### src/rtl/tune_seq.sv
// Programmable piezo tune sequencer: plays a writable table of {period, 2^dur}
// notes once or looping on a differential piezo pair, with rests, gaps and abort.
module tune_seq #(
  parameter int FAST_SIM  = 1,
  parameter int NUM_NOTES = 8,
  parameter int PER_W     = 16,
  parameter int GAP_CYC   = 0,
  localparam int AW       = $clog2(NUM_NOTES)
) (
  input  logic             clk,
  input  logic             rst_n,
  input  logic             wr_en,
  input  logic [AW-1:0]    wr_addr,
  input  logic [PER_W-1:0] wr_period,
  input  logic [4:0]       wr_dur,
  input  logic             go,
  input  logic [AW:0]      len,
  input  logic             loop,
  input  logic             abort,
  output logic             busy,
  output logic             done,
  output logic [AW-1:0]    cur_idx,
  output logic             piezo,
  output logic             piezo_n
);

  localparam int GW = (GAP_CYC > 1) ? $clog2(GAP_CYC) : 1;
  localparam logic [32:0] INC = (FAST_SIM != 0) ? 33'd16 : 33'd1;
  localparam logic [AW:0] LEN_MAX = (AW+1)'(NUM_NOTES);
  localparam logic [GW-1:0] GAP_LAST = GW'(GAP_CYC - 1);

  typedef enum logic [1:0] {IDLE = 2'd0, TONE = 2'd1, GAP = 2'd2} state_t;

  logic [PER_W-1:0] period_mem [NUM_NOTES];
  logic [4:0]       dur_mem    [NUM_NOTES];

  state_t           state_r, state_nx;
  logic [AW-1:0]    idx_r, idx_nx, adv_idx_s;
  logic [PER_W-1:0] phase_r, phase_nx, phase_step_s;
  logic [31:0]      dur_r, dur_nx;
  logic [GW-1:0]    gap_r, gap_nx;
  logic [AW:0]      len_r, len_nx;
  logic             loop_r, loop_nx;
  logic             busy_r, done_r, done_nx, piezo_r, piezo_n_r;
  logic [PER_W-1:0] cur_per_s, nx_per_s;
  logic [4:0]       cur_dur_s;
  logic             note_end_s, is_last_s, tone_on_s, high_half_s;

  // Note table: written only while idle, cleared by reset
  always_ff @(posedge clk or negedge rst_n) begin
    if (!rst_n) begin
      for (int i = 0; i < NUM_NOTES; i++) begin
        period_mem[i] <= PER_W'(0);
        dur_mem[i]    <= 5'd0;
      end
    end else if (wr_en && !busy_r) begin
      period_mem[wr_addr] <= wr_period;
      dur_mem[wr_addr]    <= wr_dur;
    end
  end

  // Next-state, counters and next output values
  always_comb begin
    state_nx  = state_r;
    idx_nx    = idx_r;
    phase_nx  = phase_r;
    dur_nx    = dur_r;
    gap_nx    = gap_r;
    len_nx    = len_r;
    loop_nx   = loop_r;
    done_nx   = 1'b0;
    cur_per_s = period_mem[idx_r];
    cur_dur_s = dur_mem[idx_r];
    note_end_s = ({1'b0, dur_r} + INC) >= (33'd1 << cur_dur_s);
    is_last_s  = ({1'b0, idx_r} + (AW+1)'(1)) == len_r;
    adv_idx_s  = is_last_s ? AW'(0) : idx_r + AW'(1);
    if (cur_per_s == PER_W'(0)) begin
      phase_step_s = PER_W'(0);
    end else if (({1'b0, phase_r} + (PER_W+1)'(1)) >= {1'b0, cur_per_s}) begin
      phase_step_s = PER_W'(0);
    end else begin
      phase_step_s = phase_r + PER_W'(1);
    end

    case (state_r)
      IDLE: begin
        if (go && (len != (AW+1)'(0)) && (len <= LEN_MAX)) begin
          state_nx = TONE;
          idx_nx   = AW'(0);
          phase_nx = PER_W'(0);
          dur_nx   = 32'd0;
          gap_nx   = GW'(0);
          len_nx   = len;
          loop_nx  = loop;
        end else begin
          state_nx = IDLE;
        end
      end
      TONE: begin
        if (abort) begin
          state_nx = IDLE;
          idx_nx   = AW'(0);
        end else if (note_end_s) begin
          phase_nx = PER_W'(0);
          dur_nx   = 32'd0;
          if (is_last_s && !loop_r) begin
            state_nx = IDLE;
            idx_nx   = AW'(0);
            done_nx  = 1'b1;
          end else if (GAP_CYC > 0) begin
            state_nx = GAP;
            gap_nx   = GW'(0);
          end else begin
            idx_nx = adv_idx_s;
          end
        end else begin
          dur_nx   = dur_r + INC[31:0];
          phase_nx = phase_step_s;
        end
      end
      GAP: begin
        if (abort) begin
          state_nx = IDLE;
          idx_nx   = AW'(0);
        end else if (gap_r == GAP_LAST) begin
          state_nx = TONE;
          idx_nx   = adv_idx_s;
          phase_nx = PER_W'(0);
          dur_nx   = 32'd0;
        end else begin
          gap_nx = gap_r + GW'(1);
        end
      end
      default: begin
        state_nx = IDLE;
        idx_nx   = AW'(0);
      end
    endcase

    // Drive levels are registered from the upcoming note/phase so the first
    // tone edge lands on the same cycle busy rises.
    nx_per_s    = period_mem[idx_nx];
    tone_on_s   = (state_nx == TONE) && (nx_per_s != PER_W'(0));
    high_half_s = phase_nx < (nx_per_s >> 1);
  end

  // State, counters and registered outputs
  always_ff @(posedge clk or negedge rst_n) begin
    if (!rst_n) begin
      state_r   <= IDLE;
      idx_r     <= AW'(0);
      phase_r   <= PER_W'(0);
      dur_r     <= 32'd0;
      gap_r     <= GW'(0);
      len_r     <= (AW+1)'(0);
      loop_r    <= 1'b0;
      busy_r    <= 1'b0;
      done_r    <= 1'b0;
      piezo_r   <= 1'b0;
      piezo_n_r <= 1'b0;
    end else begin
      state_r   <= state_nx;
      idx_r     <= idx_nx;
      phase_r   <= phase_nx;
      dur_r     <= dur_nx;
      gap_r     <= gap_nx;
      len_r     <= len_nx;
      loop_r    <= loop_nx;
      busy_r    <= (state_nx != IDLE);
      done_r    <= done_nx;
      piezo_r   <= tone_on_s && high_half_s;
      piezo_n_r <= tone_on_s && !high_half_s;
    end
  end

  assign busy    = busy_r;
  assign done    = done_r;
  assign cur_idx = idx_r;
  assign piezo   = piezo_r;
  assign piezo_n = piezo_n_r;

endmodule

### config.mk
export PLATFORM = sky130hd
export DESIGN_NAME = tune_seq
export DESIGN_NICKNAME = d
export VERILOG_FILES = /design/src/rtl/tune_seq.sv
export SDC_FILE = /design/constraint.sdc
export NUM_CORES = 1
export LEC_CHECK = 0
export ABC_AREA = 1
export CAP_MARGIN = 30
export CELL_PAD_IN_SITES_DETAIL_PLACEMENT = 0
export CELL_PAD_IN_SITES_GLOBAL_PLACEMENT = 2
export CORE_MARGIN = 4
export CORE_UTILIZATION = 40
export DETAILED_ROUTE_END_ITERATION = 6
export PLACE_DENSITY_LB_ADDON = 0.1
export SYNTH_ARGS = -nofsm -noshare
export SYNTH_HDL_FRONTEND = slang
export SYNTH_SLANG_ARGS = --single-unit
### constraint.sdc
create_clock -name clk -period 7.9 [get_ports clk]
set_clock_uncertainty 0.1 [all_clocks]
set_input_delay 2.37 -clock clk [delete_from_list [all_inputs] [get_ports clk]]
set_output_delay 2.37 -clock clk [all_outputs]
set_load 0.1 [all_outputs]
**Sequential cells coloured by netlist name**

Other sequential cells in the stronger grey, the rest of the logic in the fainter grey.
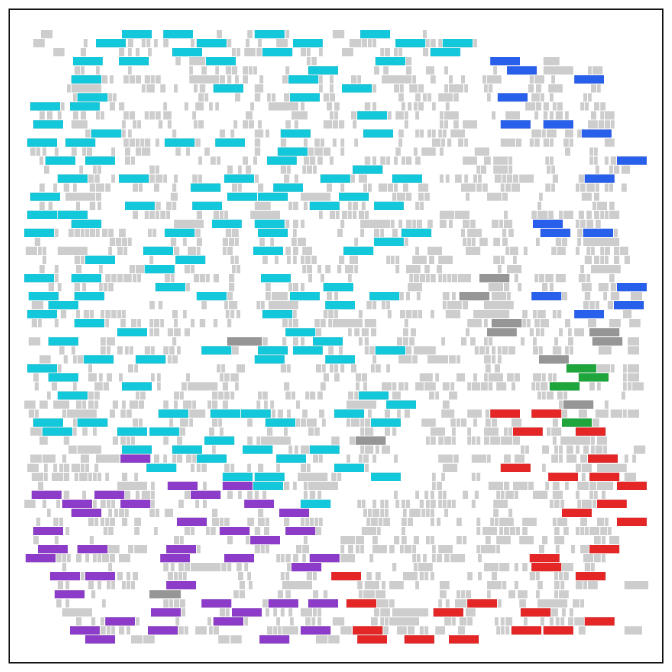
- `dur_mem`: purple (placed flops 40)
- `period_mem`: cyan (placed flops 128)
- `len_r`: green (placed flops 4; where middle right)
- `phase_r`: blue (placed flops 16)
- `dur_r`: red (placed flops 28; where lower right)

**Routing congestion map**

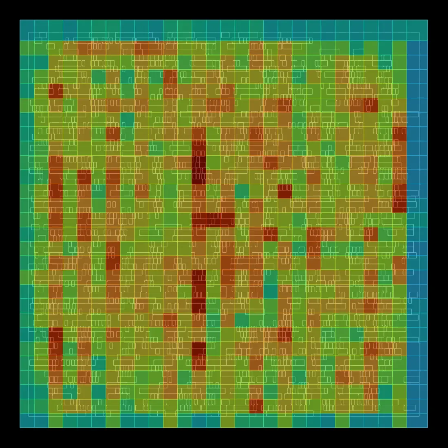
average wire length per cell after detail routing: 18.36 um
peak-usage layer in the global routing report: met1

**Routed clock nets over the placement**

The bar under the picture is 50 um long.
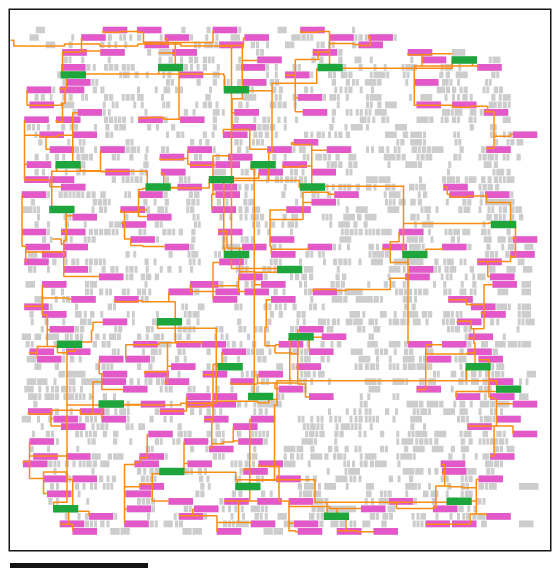
- flip-flops: magenta (count 227)
- clock drivers: green (count 28)
- clock wires: orange (length 3520 um)
- routed clock nets: 29
- flops lie: spread over the die

**I/O pins on the die edge**

Pins as bars across the die edge, other pins in grey.
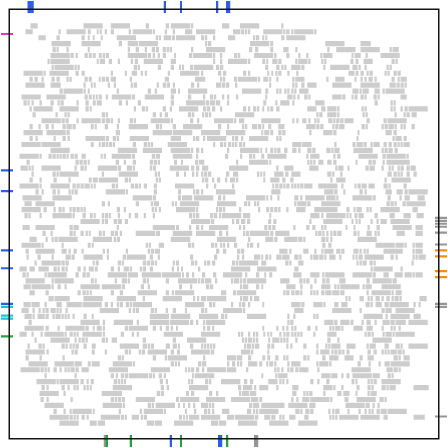
- `len`: orange (pins 4; direction input; edge right)
- `wr_addr`: cyan (pins 3; direction input; edge left)
- `clk`: magenta (pins 1; direction input; edge left)
- `wr_period`: blue (pins 16; direction input; edge 8 top, 5 left, 3 bottom)
- `wr_dur`: green (pins 5; direction input; edge 4 bottom, 1 left)

**Met4 routing**

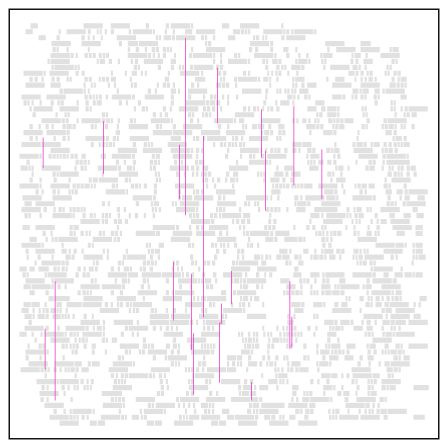
- wire length on this layer: 625 um
- main direction: vertical
- nets with wire on the layer: 13

==> impl_report.txt <==
=== SYNTHESIS / PLACE & ROUTE SUMMARY ===
----------------------------------------------------
[Synth]
  Total number of yosys warnings ........................ 0
  Portion of the post-synthesis area used by sequential elements ........................ 0.4005
  Mux contribution to synthesized area ........................ 0.003793
  Simple Share, Synth ........................ 0.2251
  Ao+oa area frac ........................ 0.1975
  Synthesized instance count ........................ 1941
  Most used standard cells in the synthesized netlist ........................ sky130_fd_sc_hd__nand2_1 (469), sky130_fd_sc_hd__o21ai_0 (307), sky130_fd_sc_hd__inv_1 (232), sky130_fd_sc_hd__dfrtp_1 (227), sky130_fd_sc_hd__nor2_1 (128)
  Yosys adder share ........................ 0.05381
  Post-synthesis xor/xnor area fraction ........................ 0.02223
  Unique cell types ........................ about 50
  Yosys stat chip area ........................ 0.01418 mm2
  Async set-or-reset flop fraction in the synthesized netlist ........................ 1.000
  Top-count cell post-synth ........................ sky130_fd_sc_hd__nand2_1
  Area of the mapped netlist ........................ 0.01418 mm2
  Average cell area after synthesis ........................ between 7 and 8 um2
  Primary FF master, synth ........................ sky130_fd_sc_hd__dfrtp_1

[Final timing]
  Tightest Pin Transition ........................ 1.002 ns
  Max-slew violation count ........................ 0
  Maximum achievable frequency ........................ 153.1 MHz
  Time the worst path needs with I/O delays and setup ........................ between 6 and 7 ns

[Min path]
  Hold/Removal Path Class ........................ reg2reg

[Placement]
  GP Congestion ........................ a little over 0.8
  Port Buf Inserts ........................ 40
  Detailed placement HPWL ........................ 28.92 mm

[Drt]
  Residual antenna-violating net count after detailed routing ........................ 0
  Max layer used ........................ met4
  Total via count after detailed routing ........................ 12.96k
  Number of DRC markers after the initial detailed-route iteration ........................ 1083
  Detail Route met2 WL ........................ 18.94 mm
  Post-DR vias/cell ........................ approximately 5.4
  Post-detailed-routing wire length ........................ 44.35 mm
  Met1 routed wirelength after detailed routing ........................ 22.45 mm
  Number of iterations in the first detailed-routing pass ........................ 5
  Length of routed met3 wiring ........................ ~2.3 mm
  Detailed-route DRC error count ........................ 0

[Clock network]
  Post_cts resized ........................ 0
  Number of buffers created by CTS ........................ 28
  Cell at the root of the clock tree ........................ sky130_fd_sc_hd__clkbuf_16
  Number of setup buffers added after CTS ........................ 0
  Clock latency reported for the late side of the worst-skew pair ........................ 0.55 ns
  CTS tree ........................ built
  Clock slew at the register clock pins of the worst setup and hold paths ........................ 0.06 ns
  Total of hold buffers inserted after clock tree synthesis ........................ 0
  Number of buffers between clock root and the deepest sink ........................ 3
  Number of sinks handled by clock tree synthesis ........................ 227

[Global route]
  Met1 track utilization from global routing ........................ 0.3525
  Antenna violations before repair ........................ 0
  Vias in the first global route ........................ 12.31k
  Total routing usage reported by global routing ........................ 0.2279
  Met3 track demand over resource in global routing ........................ 0.02851

[Worst setup path]
  Worst setup EP type ........................ flip-flop
  Largest stage delay on the critical path ........................ 0.63 ns
  Startpoint kind of the worst setup timing path ........................ flip-flop
  Required @ worst endpoint ........................ 8.28 ns
  Crit path max-delay family ........................ simple AND/OR/NAND/NOR gates
  Type of the setup path with the least slack ........................ reg2reg
  Buffer-and-inverter tally for the worst setup path ........................ 5

[Status]
  Outcome ........................ finished clean

[Power]
  Share of total power in combinational logic ........................ 0.544
  Sw frac ........................ 0.4917
  Largest voltage drop on the vdd net ........................ about 0.00026 V
  Pwr per Cell Area ........................ 423.9 mW/mm2
  Pleak ........................ 0.007434 uW

[Final layout]
  Share of layout cells above drive strength 1 ........................ 0.05612
  Layout filler cell count ........................ 3599
  Total inserted antenna cells ........................ 0
  Number of nets at the end of the flow ........................ 2033
  Utilization after layout ........................ 0.4577

[Floorplan]
  Core Region ........................ 0.03480 mm2

[Flow run]
  Number of warnings the tools reported ........................ 30

----------------------------------------------------
==> sequential cells by signal, summed over array words and instances (netlist names) <==
| signal | count |
|---|---|
| phase_r | 16 |
| period_mem | 128 |
| loop_r | 1 |
| piezo | 1 |
| cur_idx | 3 |
| piezo_n | 1 |
| len_r | 4 |
| dur_mem | 40 |
| busy | 1 |
| gap_r | 1 |
| dur_r | 28 |
| done | 1 |
| state_r | 2 |
==> power groups by stage <==
stage	sequential, uW	combinational, uW	clock, uW
after detailed placement	1720	3640	0
final	1700	3670	1370
after CTS	1700	3660	1410
after global placement	1710	3630	0
after global routing	1750	4140	1460
after floorplan	1710	2570	0
==> final timing paths <==
kind	from	endpoint	slack, ns	depth (start not counted)
worst max register to register	cur_idx[0]	piezo	1.37	38
max in group asynchronous	rst_n	period_mem[71]	4.76	2
worst min-delay path	dur_mem[5]	dur_mem[5]	0.38	2
worst max-delay path	cur_idx[0]	piezo	1.37	38
min in group asynchronous	rst_n	dur_r[14]	1.73	1
worst min register to register	dur_mem[5]	dur_mem[5]	0.38	2
==> through the flow <==
stage                     area (um2)  hold WS, ns  power [uW]  cells  worst slack (ns)
after floorplan                14180       0.3478        4277   1941             1.981
after global placement         14890       0.3615        5338   2361             1.407
after detailed placement       14930       0.3681        5358   2363             1.396
after CTS                      15930       0.3825        6762   2415             1.375
after global routing           15930       0.3968        7348   2415            0.5944
final                          15930       0.3787        6751   2415             1.369
==> worst min-delay path: cells and delay by family (launching register included) <==
kind	cells	cell delay, ns
flops	1	0.34
compound gates	1	0.06
simple gates	1	0.05
==> placed cells by master (no fill, tap or decap), types with 5 or more instances in the layout <==
master,n
sky130_fd_sc_hd__a21oi_1,97
sky130_fd_sc_hd__a22oi_1,7
sky130_fd_sc_hd__buf_4,21
sky130_fd_sc_hd__clkbuf_1,7
sky130_fd_sc_hd__clkbuf_16,29
sky130_fd_sc_hd__clkbuf_8,10
sky130_fd_sc_hd__clkdlybuf4s50_1,39
sky130_fd_sc_hd__dfrtp_1,225
sky130_fd_sc_hd__ha_1,61
sky130_fd_sc_hd__inv_1,232
sky130_fd_sc_hd__nand2_1,469
sky130_fd_sc_hd__nand2_2,6
sky130_fd_sc_hd__nand3_1,92
sky130_fd_sc_hd__nand3_2,5
sky130_fd_sc_hd__nand4_1,16
sky130_fd_sc_hd__nor2_1,127
sky130_fd_sc_hd__nor3_1,16
sky130_fd_sc_hd__nor3_2,6
sky130_fd_sc_hd__nor4_1,11
sky130_fd_sc_hd__o211ai_1,37
sky130_fd_sc_hd__o21ai_0,307
sky130_fd_sc_hd__o21ai_1,17
sky130_fd_sc_hd__o221ai_1,6
sky130_fd_sc_hd__o22ai_1,26
sky130_fd_sc_hd__xor2_1,35
==> area by class of cell <==
class	count	area (um2)	area share
clock inverter	6	105.1	0.006599
multi-input combinational	1377	7148	0.4488
timing repair buffer	64	623.1	0.03912
sequential	227	5685	0.3570
inverter	240	905.9	0.05688
clock buffer	46	889.6	0.05586
tap	455	569.3	0.03575
Power is estimated from default activity; no workload was simulated.
